File: src/rtl/l2bus_tx.sv
// l2bus_tx - L2 bus transmitter.
//
// Queues outbound bus commands from l2data, arbitrates for the shared
// snooping bus, drives command/tag/address/data during the owned bus cycle,
// checks the aggregated snoop nack and confirms completed own commands back
// to l2tag with the transaction id that was allocated for them.
//
// Bus cycle: 8 clk phases tracked by a free-running 3-bit counter that every
// bus agent keeps in lock-step. Grant is sampled at phase 7 for the next
// cycle; the owned cycle puts the command at phase 0 and data beat i at phase i.
//
// Command encoding (shared with the other bus agents):
//   BusRd=1, BusRdX=2, BusUpgr=3, Flush=4, Fill=5. L2 bus id = 2'd3.
//
// Ports:
//   clk, rst            clock, synchronous active-high reset
//   req_*               enqueue interface from l2data (req_ready = not full)
//   bus_req/bus_grant   arbitration
//   bus_*_o             command/tag/address/data driven during owned cycle
//   bus_hit/bus_nack    aggregated snoop result, sampled at phase 7
//   fill_valid/fill_tag response to one of our ids seen on the bus (frees id)
//   trans_*             confirmation pulse for completed own commands
//   snoop_addr/flush_hit  conflict check against queued/in-flight Flushes
//
// Optional feature: define L2BUS_TX_BACKOFF_EN to wait BACKOFF full bus
// cycles (with bus_req low) after a nack before re-arbitrating.
module l2bus_tx #(
    parameter int DEPTH   = 4,
    parameter int BACKOFF = 2
) (
    input  logic         clk,
    input  logic         rst,
    input  logic         req_valid,
    input  logic [2:0]   req_cmd,
    input  logic         req_own,
    input  logic [4:0]   req_tag,
    input  logic [25:0]  req_addr,
    input  logic [511:0] req_data,
    output logic         req_ready,
    output logic         bus_req,
    input  logic         bus_grant,
    output logic         bus_valid_o,
    output logic [2:0]   bus_cmd_o,
    output logic [4:0]   bus_tag_o,
    output logic [25:0]  bus_addr_o,
    output logic [63:0]  bus_data_o,
    input  logic         bus_hit,
    input  logic         bus_nack,
    input  logic         fill_valid,
    input  logic [2:0]   fill_tag,
    output logic         trans_valid,
    output logic [2:0]   trans_tag,
    output logic         trans_hit,
    input  logic [25:0]  snoop_addr,
    output logic         flush_hit
);

    localparam logic [2:0] CMD_BUSRD  = 3'd1;
    localparam logic [2:0] CMD_BUSRDX = 3'd2;
    localparam logic [2:0] CMD_FLUSH  = 3'd4;
    localparam logic [2:0] CMD_FILL   = 3'd5;
    localparam logic [1:0] BUSID_L2   = 2'd3;

    localparam int AW = $clog2(DEPTH);
    localparam int BW = (BACKOFF > 1) ? $clog2(BACKOFF) : 1;

    typedef struct packed {
        logic [2:0]   cmd;
        logic         own;
        logic [4:0]   tag;
        logic [25:0]  addr;
        logic [511:0] data;
    } entry_t;

    typedef enum logic [1:0] {IDLE, REQ, XMIT, BACKOFF_ST} state_t;

    // ---------------------------------------------------------------- phase
    logic [2:0] phase;

    always_ff @(posedge clk) begin
        if (rst) phase <= 3'd0;
        else     phase <= phase + 3'd1;
    end

    // ---------------------------------------------------------------- queue
    entry_t [DEPTH-1:0] q;
    logic   [DEPTH-1:0] q_vld;
    logic   [AW-1:0]    wr_ptr, rd_ptr;
    logic   [AW:0]      count;
    entry_t             head;
    logic               push, pop;

    state_t     state;
    logic [7:0] busy, busy_nxt;
    logic [2:0] cur_id;
    logic [BW-1:0] bo_cnt;

    assign req_ready = (count != (AW+1)'(DEPTH));
    assign push      = req_valid & req_ready;
    assign head      = q[rd_ptr];

    always_ff @(posedge clk) begin
        if (rst) begin
            wr_ptr <= '0;
            rd_ptr <= '0;
            count  <= '0;
            q_vld  <= '0;
        end else begin
            if (push) begin
                q_vld[wr_ptr] <= 1'b1;
                wr_ptr        <= wr_ptr + AW'(1);
            end
            if (pop) begin
                q_vld[rd_ptr] <= 1'b0;
                rd_ptr        <= rd_ptr + AW'(1);
            end
            case ({push, pop})
                2'b10:   count <= count + (AW+1)'(1);
                2'b01:   count <= count - (AW+1)'(1);
                default: count <= count;
            endcase
        end
    end

    // Payload storage needs no reset; q_vld qualifies every use.
    always_ff @(posedge clk) begin
        if (push) q[wr_ptr] <= '{cmd: req_cmd, own: req_own, tag: req_tag,
                                 addr: req_addr, data: req_data};
    end

    // Head entry stays valid through XMIT until it pops, so an in-flight
    // Flush keeps reporting a conflict.
    always_comb begin
        flush_hit = 1'b0;
        for (int i = 0; i < DEPTH; i++)
            if (q_vld[i] && q[i].cmd == CMD_FLUSH && q[i].addr == snoop_addr)
                flush_hit = 1'b1;
    end

    // ---------------------------------------------------------------- id pool
    logic       head_needs_id, head_has_data, head_elig, id_free;
    logic [2:0] alloc_id;
    logic       alloc, xmit_end, nack_free;
    logic [2:0] beat_idx;
    logic [63:0] beat;

    assign head_needs_id = head.own & (head.cmd == CMD_BUSRD || head.cmd == CMD_BUSRDX);
    assign head_has_data = (head.cmd == CMD_FLUSH) || (head.cmd == CMD_FILL);
    assign id_free       = ~&busy;
    assign head_elig     = ~head_needs_id | id_free;

    always_comb begin
        alloc_id = 3'd0;
        for (int i = 7; i >= 0; i--)
            if (!busy[i]) alloc_id = 3'(i);
    end

    assign alloc     = (state == REQ) && (phase == 3'd7) && bus_grant && head_needs_id;
    assign xmit_end  = (state == XMIT) && (phase == 3'd7);
    assign pop       = xmit_end & ~bus_nack;
    assign nack_free = xmit_end & bus_nack & head_needs_id;

    // Fill frees first, allocation last so a same-clk allocation is kept.
    always_comb begin
        busy_nxt = busy;
        if (fill_valid) busy_nxt[fill_tag] = 1'b0;
        if (nack_free)  busy_nxt[cur_id]   = 1'b0;
        if (alloc)      busy_nxt[alloc_id] = 1'b1;
    end

    // Beat for the next phase: beat 0 is loaded on the grant edge.
    assign beat_idx = (state == XMIT) ? phase + 3'd1 : 3'd0;
    assign beat     = head_has_data ? head.data[{beat_idx, 6'd0} +: 64] : 64'd0;

    // ---------------------------------------------------------------- FSM
    always_ff @(posedge clk) begin
        if (rst) begin
            state       <= IDLE;
            busy        <= '0;
            cur_id      <= '0;
            bo_cnt      <= '0;
            bus_req     <= 1'b0;
            bus_valid_o <= 1'b0;
            bus_cmd_o   <= '0;
            bus_tag_o   <= '0;
            bus_addr_o  <= '0;
            bus_data_o  <= '0;
            trans_valid <= 1'b0;
            trans_tag   <= '0;
            trans_hit   <= 1'b0;
        end else begin
            busy        <= busy_nxt;
            bus_valid_o <= 1'b0;
            trans_valid <= 1'b0;
            case (state)
                IDLE: begin
                    if (count != '0 && head_elig) begin
                        state   <= REQ;
                        bus_req <= 1'b1;
                    end
                end
                REQ: begin
                    if (phase == 3'd7 && bus_grant) begin
                        state       <= XMIT;
                        bus_req     <= 1'b0;
                        cur_id      <= head_needs_id ? alloc_id : 3'd0;
                        bus_valid_o <= 1'b1;
                        bus_cmd_o   <= head.cmd;
                        bus_tag_o   <= head.own ? {BUSID_L2, (head_needs_id ? alloc_id : 3'd0)}
                                                : head.tag;
                        bus_addr_o  <= head.addr;
                        bus_data_o  <= beat;
                    end
                end
                XMIT: begin
                    if (phase != 3'd7) begin
                        bus_data_o <= beat;
                    end else begin
                        bus_cmd_o  <= '0;
                        bus_tag_o  <= '0;
                        bus_addr_o <= '0;
                        bus_data_o <= '0;
                        if (!bus_nack) begin
                            state       <= IDLE;
                            trans_valid <= head.own;
                            trans_tag   <= cur_id;
                            trans_hit   <= bus_hit;
                        end else begin
`ifdef L2BUS_TX_BACKOFF_EN
                            state  <= BACKOFF_ST;
                            bo_cnt <= '0;
`else
                            state   <= REQ;
                            bus_req <= 1'b1;
`endif
                        end
                    end
                end
                BACKOFF_ST: begin
                    // One count per completed bus cycle.
                    if (phase == 3'd7) begin
                        if (bo_cnt == BW'(BACKOFF - 1)) begin
                            state   <= REQ;
                            bus_req <= 1'b1;
                        end else begin
                            bo_cnt <= bo_cnt + BW'(1);
                        end
                    end
                end
                default: state <= IDLE;
            endcase
        end
    end

endmodule
File: config.mk
export PLATFORM = sky130hd
export DESIGN_NAME = l2bus_tx
export DESIGN_NICKNAME = d
export VERILOG_FILES = /design/src/rtl/l2bus_tx.sv
export SDC_FILE = /design/constraint.sdc
export NUM_CORES = 2
export LEC_CHECK = 0
export CAP_MARGIN = 20
export CORE_MARGIN = 2
export CORE_UTILIZATION = 30
export DETAILED_ROUTE_END_ITERATION = 10
export GPL_TIMING_DRIVEN = 0
export MAX_ROUTING_LAYER = met4
export PLACE_DENSITY_LB_ADDON = 0.05
export SYNTH_ARGS = -nofsm -noshare
export SYNTH_HDL_FRONTEND = slang
export SYNTH_SLANG_ARGS = --single-unit
File: constraint.sdc
create_clock -name clk -period 47.3 [get_ports clk]
set_input_delay 11.825 -clock clk [delete_from_list [all_inputs] [get_ports clk]]
set_output_delay 11.825 -clock clk [all_outputs]
set_load 0.02 [all_outputs]
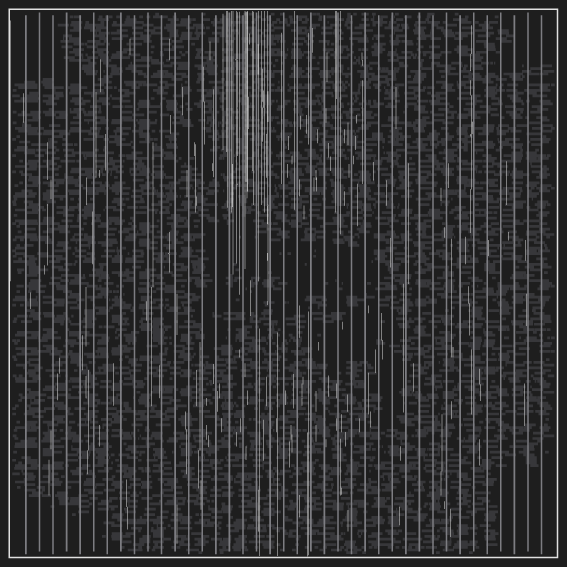
(the metal 4 layer)
Scale: 1 px per um. Supply wires on this layer in gray. Cells faint in the background.
The wires run mostly vertical. The layer carries 10700 um of wire. The layer holds 3.7% of the routed length. 120 nets have wire on it.

==> reports/results.ini <==
[outcome]
status = finished clean

[layout]
buf_share = 0.08590
regMostFlops = q
buffers_excl_clock = 977
design_area_mm2 = 0.1105
fin_cells = 9276
comb-cell-share = 0.1705
comb_area_mm2 = 0.01883
logic_gates = 1433
nets = 5618
final_cell_mix = edfxtp_1 (2188), clkdlybuf4s50_1 (667), mux4_2 (547), clkbuf_16 (285), clkbuf_1 (223)
seq_share = 0.6189
lay_top_count = edfxtp_1
clk_share = 0.07711
nNonClkInverters = 15
syn2layout_area_growth_pct = 24.98
reg_top3 = q x2188, bus_data_o x64, bus_addr_o x26
layout-drive-gt1-share = 0.2048
flop_area_mm2 = 0.06837
seq_cell_count = 2321

[logic_synthesis]
synthAdderAreaFrac = 0.001784
yosys_warnings = 0
netlist-cell-type-count = 59
syn_area_mm2 = 0.08839
ys_async_sr_fraction = 0
synth-xor-area-share = 0.01080
area_leaders = edfxtp_1 (74%), mux4_2 (14%), dfxtp_1 (3.0%)
synthTopCellsByCount = edfxtp_1 (2188), mux4_2 (547), clkbuf_1 (140)
syn_inst = 4013
synth.avg_cell_area_um2 = 22.03
ys_sh_simple = 0.01714
top_cell = edfxtp_1
ys_seq_share = 0.7734
syn_nets = 4608
numSynthFlops = 2321

[pwr]
leakage_nw = 34.47
p_sw_mw = 0.9925
irDropWorstVdd_v = 0.00002548
p_clk_frac = 0.436
maxPowerGroup = registers
p_comb_frac = 0.054
finalPower_mw = 4.644
p_seq_frac = 0.510

[grt]
antenna_found_initial = 186
grt_util_met2 = 0.3000
grt_pass1_vias = 47030
grt_first_pass_wirelength_mm = 394.8
busiest_layer = met2
grt_overflow = 0
grt_util_met1 = 0.2541
gr-usage-met3 = 0.04833

[setup_path]
end_kind = primary output
endpoint = flush_hit
critical_path.max_stage_delay_ns = 0.63
reg2reg_from = phase[0]$_SDFF_PP0_
path_delay_family = buffers and inverters
worstPathArrival_ns = 14.22
worstPathCellList = clkdlybuf4s50_1, xnor2_1, nand4_1, nor4_1, nand3_1, nand4_1, clkdlybuf4s50_1
cp.depth = 7
cp_num_buf_inv = 2

[floorplan]
io_pins = 690
nWellTaps = 3919
die_y_um = 546.8
coreArea_mm2 = 0.2936

[final_timing]
whs_ns = 0.4500
fin_crit_sh = 0.5506
setup-violations-final = 0
setup_slack_ns = 21.26
fin_tns_setup_ns = 0
rsz0062_at_grt = no

[job]
cap_violations = 0
tool_warnings = 33

[hold_path]
holdPathEnd = bus_tag_o[3]$_SDFFE_PP0P_
min_from = bus_tag_o[3]$_SDFFE_PP0P_
hold_depth = 2

[drt]
wl_met1_mm = 122.8
drc = 0
dr_total_vias = 44945
drt.antenna.violating_nets = 0
highest_layer = met4

[clock_network]
clock-sinks = 2321
hold_buffers = 0
cts_tree = done
post-cts-setup-buffers = 0
clockBufferDepth = 4
postCtsResizedCells = 0

[placed_design]
gp_congestion = 0.8278
placed_area_mm2 = 0.1016
pre_cts_ws_ns = 21.30

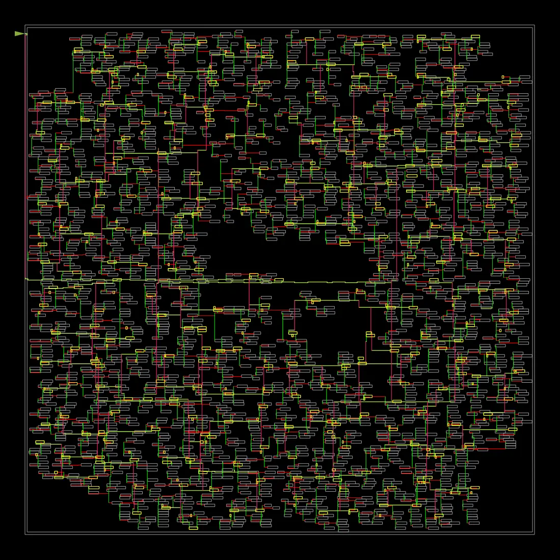
(clock wiring as the flow saved it)
clock skew: 0.03023 ns
CLK BUF: 380

